File: src/rtl/tt_sweep_ctrl.sv
// Sweep sequencer for one 3-input gate: steps {in1,in2,in3} through 0..7, captures the truth table, compares to EXPECTED.
// Optional macro TT_SWEEP_STABILITY_EN adds a per-combination output stability check (unstable flags).
module tt_sweep_ctrl #(
    parameter logic [7:0]  EXPECTED      = 8'h9A,
    parameter int unsigned SETTLE_CYCLES = 4,
    parameter int unsigned CNT_W         = 8
) (
    input  logic       clk,
    input  logic       rst,
    input  logic       start,
    input  logic       dut_out,
    output logic       in1,
    output logic       in2,
    output logic       in3,
    output logic       busy,
    output logic       done,
    output logic       pass,
    output logic [7:0] captured,
    output logic [7:0] mismatch,
    output logic [7:0] unstable
);

    typedef enum logic [1:0] {
        IDLE   = 2'd0,
        SETTLE = 2'd1,
        SAMPLE = 2'd2,
        DONE   = 2'd3
    } state_t;

    localparam logic [CNT_W-1:0] SETTLE_LAST = CNT_W'(SETTLE_CYCLES - 1);

    state_t           state_q, state_d;
    logic [2:0]       k_q, k_d;
    logic [CNT_W-1:0] cnt_q, cnt_d;
    logic [2:0]       in_q, in_d;
    logic             busy_q, busy_d;
    logic             done_q, done_d;
    logic             pass_q, pass_d;
    logic [7:0]       captured_q, captured_d;
    logic [7:0]       mismatch_q, mismatch_d;
    logic [2:0]       idx;
`ifdef TT_SWEEP_STABILITY_EN
    logic             stab_q, stab_d;
    logic [7:0]       unstable_q, unstable_d;
`endif

    // Next-state and next-output logic; outputs are derived from the next state so they register cleanly.
    always_comb begin
        state_d    = state_q;
        k_d        = k_q;
        cnt_d      = cnt_q;
        captured_d = captured_q;
        mismatch_d = mismatch_q;
        pass_d     = pass_q;
        idx        = 3'd7 - k_q;
`ifdef TT_SWEEP_STABILITY_EN
        stab_d     = stab_q;
        unstable_d = unstable_q;
`endif

        case (state_q)
            IDLE: begin
                if (start) begin
                    state_d    = SETTLE;
                    k_d        = 3'd0;
                    cnt_d      = '0;
                    captured_d = 8'h00;
                    mismatch_d = 8'h00;
                    pass_d     = 1'b0;
`ifdef TT_SWEEP_STABILITY_EN
                    unstable_d = 8'h00;
`endif
                end
            end
            SETTLE: begin
                if (cnt_q >= SETTLE_LAST) begin
                    state_d = SAMPLE;
                    cnt_d   = '0;
`ifdef TT_SWEEP_STABILITY_EN
                    stab_d  = dut_out;
`endif
                end else begin
                    cnt_d = cnt_q + CNT_W'(1);
                end
            end
            SAMPLE: begin
                captured_d[idx] = dut_out;
`ifdef TT_SWEEP_STABILITY_EN
                unstable_d[idx] = unstable_q[idx] | (dut_out != stab_q);
`endif
                if (k_q == 3'd7) begin
                    // Verdict is registered on entry to DONE so it is valid alongside the done pulse.
                    state_d    = DONE;
                    mismatch_d = captured_d ^ EXPECTED;
`ifdef TT_SWEEP_STABILITY_EN
                    pass_d     = (mismatch_d == 8'h00) && (unstable_d == 8'h00);
`else
                    pass_d     = (mismatch_d == 8'h00);
`endif
                end else begin
                    k_d     = k_q + 3'd1;
                    state_d = SETTLE;
                end
            end
            DONE: begin
                state_d = IDLE;
            end
            default: begin
                state_d = IDLE;
            end
        endcase

        busy_d = (state_d == SETTLE) || (state_d == SAMPLE);
        done_d = (state_d == DONE);
        in_d   = busy_d ? k_d : 3'd0;
    end

    always_ff @(posedge clk) begin
        if (rst) begin
            state_q    <= IDLE;
            k_q        <= 3'd0;
            cnt_q      <= '0;
            in_q       <= 3'd0;
            busy_q     <= 1'b0;
            done_q     <= 1'b0;
            pass_q     <= 1'b0;
            captured_q <= 8'h00;
            mismatch_q <= 8'h00;
`ifdef TT_SWEEP_STABILITY_EN
            stab_q     <= 1'b0;
            unstable_q <= 8'h00;
`endif
        end else begin
            state_q    <= state_d;
            k_q        <= k_d;
            cnt_q      <= cnt_d;
            in_q       <= in_d;
            busy_q     <= busy_d;
            done_q     <= done_d;
            pass_q     <= pass_d;
            captured_q <= captured_d;
            mismatch_q <= mismatch_d;
`ifdef TT_SWEEP_STABILITY_EN
            stab_q     <= stab_d;
            unstable_q <= unstable_d;
`endif
        end
    end

    assign in1      = in_q[2];
    assign in2      = in_q[1];
    assign in3      = in_q[0];
    assign busy     = busy_q;
    assign done     = done_q;
    assign pass     = pass_q;
    assign captured = captured_q;
    assign mismatch = mismatch_q;
`ifdef TT_SWEEP_STABILITY_EN
    assign unstable = unstable_q;
`else
    assign unstable = 8'h00;
`endif

endmodule

File: config.mk
export PLATFORM = sky130hd
export DESIGN_NAME = tt_sweep_ctrl
export DESIGN_NICKNAME = d
export VERILOG_FILES = /design/src/rtl/tt_sweep_ctrl.sv
export SDC_FILE = /design/constraint.sdc
export NUM_CORES = 1
export LEC_CHECK = 0
export ABC_CLOCK_PERIOD_IN_PS = 2510
export CORE_ASPECT_RATIO = 0.7
export CORE_MARGIN = 2
export CORE_UTILIZATION = 51
export DETAILED_ROUTE_END_ITERATION = 10
export GPL_TIMING_DRIVEN = 0
export MAX_ROUTING_LAYER = met4
export PLACE_DENSITY = 0.79
export SKIP_LAST_GASP = 1
export SLEW_MARGIN = 20
export SYNTH_ARGS = -nofsm -noshare
export SYNTH_HDL_FRONTEND = slang
export SYNTH_SLANG_ARGS = --single-unit
File: constraint.sdc
create_clock -name clk -period 2.51 [get_ports clk]
set_clock_uncertainty 0.15 [all_clocks]
set_input_delay 0.3765 -clock clk [delete_from_list [all_inputs] [get_ports clk]]
set_output_delay 0.3765 -clock clk [all_outputs]
set_load 0.05 [all_outputs]
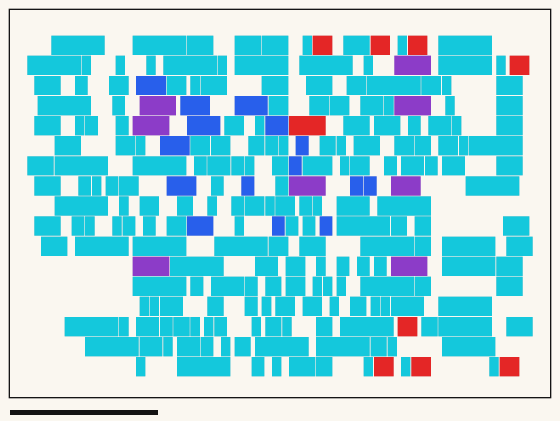
**Above:** sizing map.
Bar = 20 microns.
| color | size | cells | share | most used |
|---|---|---|---|---|
| purple | drive 6 and up | 8 | 3.4% | clkbuf_8 |
| cyan | drive 1 or less | 203 | 86% | dfxtp_1 |
| blue | drive 2 | 15 | 6.4% | buf_2 |
| red | drive 3 to 4 | 9 | 3.8% | buf_4 |

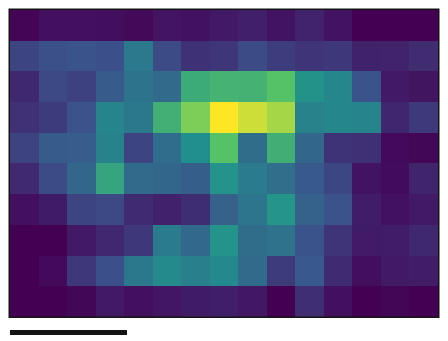
**Above:** wiring heat map.
Bar = 20 microns. 15 x 10 tiles, from dark purple (low) to yellow (high), scaled to the fullest tile. Values are wire area over tile area, all layers added.
emptiest ninth of the die: south-west
mean over tiles: 0.15
tiles over half the peak: 11%

==> power breakdown <==
part | internal (uW) | switching, uW | leakage, uW
clock network | 250 | 194 | 0.0000515
registers | 561 | 5.02 | 0.000283
logic | 30.6 | 71.2 | 0.000518
==> kinds of logic after synthesis <==
logic type	count (synthesis)	synth area share [%]
muxes	4	2.64
AOI/OAI and AO/OA	47	18.8
adders and majority gates	3	2.20
buffers and inverters	24	8.00
DFF	35	41.1
and+or+nand+nor	77	24.5
xor gates and xnor gates	5	2.57
other	1	0.220
==> cell usage in the layout (no fill, tap or decap), drive strengths merged <==
cell type	Yosys	layout
o21ai	6	6
and4b	3	3
o32a	1	1
dfxtp	35	35
o211ai	1	1
clkbuf	3	11
a211o	1	1
nor4	4	4
and3	2	2
xnor2	4	4
o21bai	2	2
buf	17	17
xor2	1	1
nand4bb	1	1
nand3b	4	4
ha	3	3
and2b	1	1
a21boi	1	1
nor3	4	4
mux2	4	4
nand4	1	1
nand3	7	7
a21o	4	4
and2	6	6
nor2	22	22
conb	1	8
o2111ai	1	1
nor2b	6	6
inv	4	4
nor3b	2	2
a22oi	8	8
clkdlybuf4s50	0	24
or4b	1	1
a21bo	1	1
nand2	13	13
a211oi	1	1
a2bb2oi	3	3
a21oi	15	15
o31ai	2	2
==> sequential cells by signal, summed over array words and instances, names as in the netlist <==
name and count:
busy 1, captured 8, cnt_q 8, done 1, in_q 3, k_q 3
mismatch 8, pass 1, state_q 2
==> per-layer routing <==
metal / track usage, % / routed length (microns) / part of all wire, % / vias to the layer above
met5: - / 0 / 0 / -
met3: 6.35 / 227 / 6.2 / 9
met2: 30.2 / 1440 / 39 / 45
li1: - / - / - / 750
met1: 30.5 / 1940 / 53 / 678
met4: 7.72 / 52 / 1.4 / 0
==> worst register-to-register path: cells and delay by family, from the launching register on <==
kind,cells,cell delay (ns)
AND/OR/NAND/NOR,2,0.26
AND-OR/OR-AND,1,0.33
buffers and inverters,1,0.47
flip-flops,1,0.36
adder cells (fa/ha/maj),1,0.32
==> final timing paths <==
kind                     from     endpoint  cells past startpoint
setup / recovery        start         busy                      6
hold / removal    mismatch[5]  mismatch[5]                      2
setup reg to reg   state_q[1]         busy                      5
hold reg to reg   mismatch[5]  mismatch[5]                      2
==> cell type report <==
| cell class | count | area [sq um] |
|---|---|---|
| fill | 288 | 1050 |
| multi-input combinational | 144 | 895 |
| sequential | 35 | 701 |
| timing repair buffer | 24 | 240 |
| buffer | 20 | 121 |
| clock buffer | 8 | 100 |
| tap | 38 | 47.5 |
| inverter | 4 | 15.0 |
==> metrics by stage <==
step / hold WS [ns] / setup WS, ns
4_1_cts: 0.313 / 0.312
3_5_place_dp: 0.300 / 0.0119
5_1_grt: 0.322 / 0.192
3_3_place_gp: 0.299 / 0.0410
6_report: 0.312 / 0.305
2_1_floorplan: 0.303 / 0.745
==> CHANGELOG.md <==
### Metrics

* Cell count after synthesis at 196
* Post-synth EDFFs at 0
* Cell taking the most area after synthesis: dfxtp_1
* Yosys warnings at 0
* CP endpoint kind: flop
* CP top delay family: buffers and inverters
* Status: finished clean
* DR vias at 1,482
* Final setup viols at 0
* Via density per instance at 5.43
* Placed Instance Area at 0.00202 sq mm
* Final nets at 241
* Pwr Density at 524 mW/mm^2
* Yosys cell count at 196
* Hold buffers post-CTS at 0
* Number of diodes at 0
* Arrival time at the worst endpoint at 2.21 ns
* Design Area, Final at 0.00212 sq mm
* Layout Cells excl Fill at 273
* Utilization after layout at 66.9%
* Max_cap viols at 0
* Fraction of the yosys area taken by sequential cells at 41.1%
* Fmax at 454 MHz
Power and IR drop assume default switching activity.
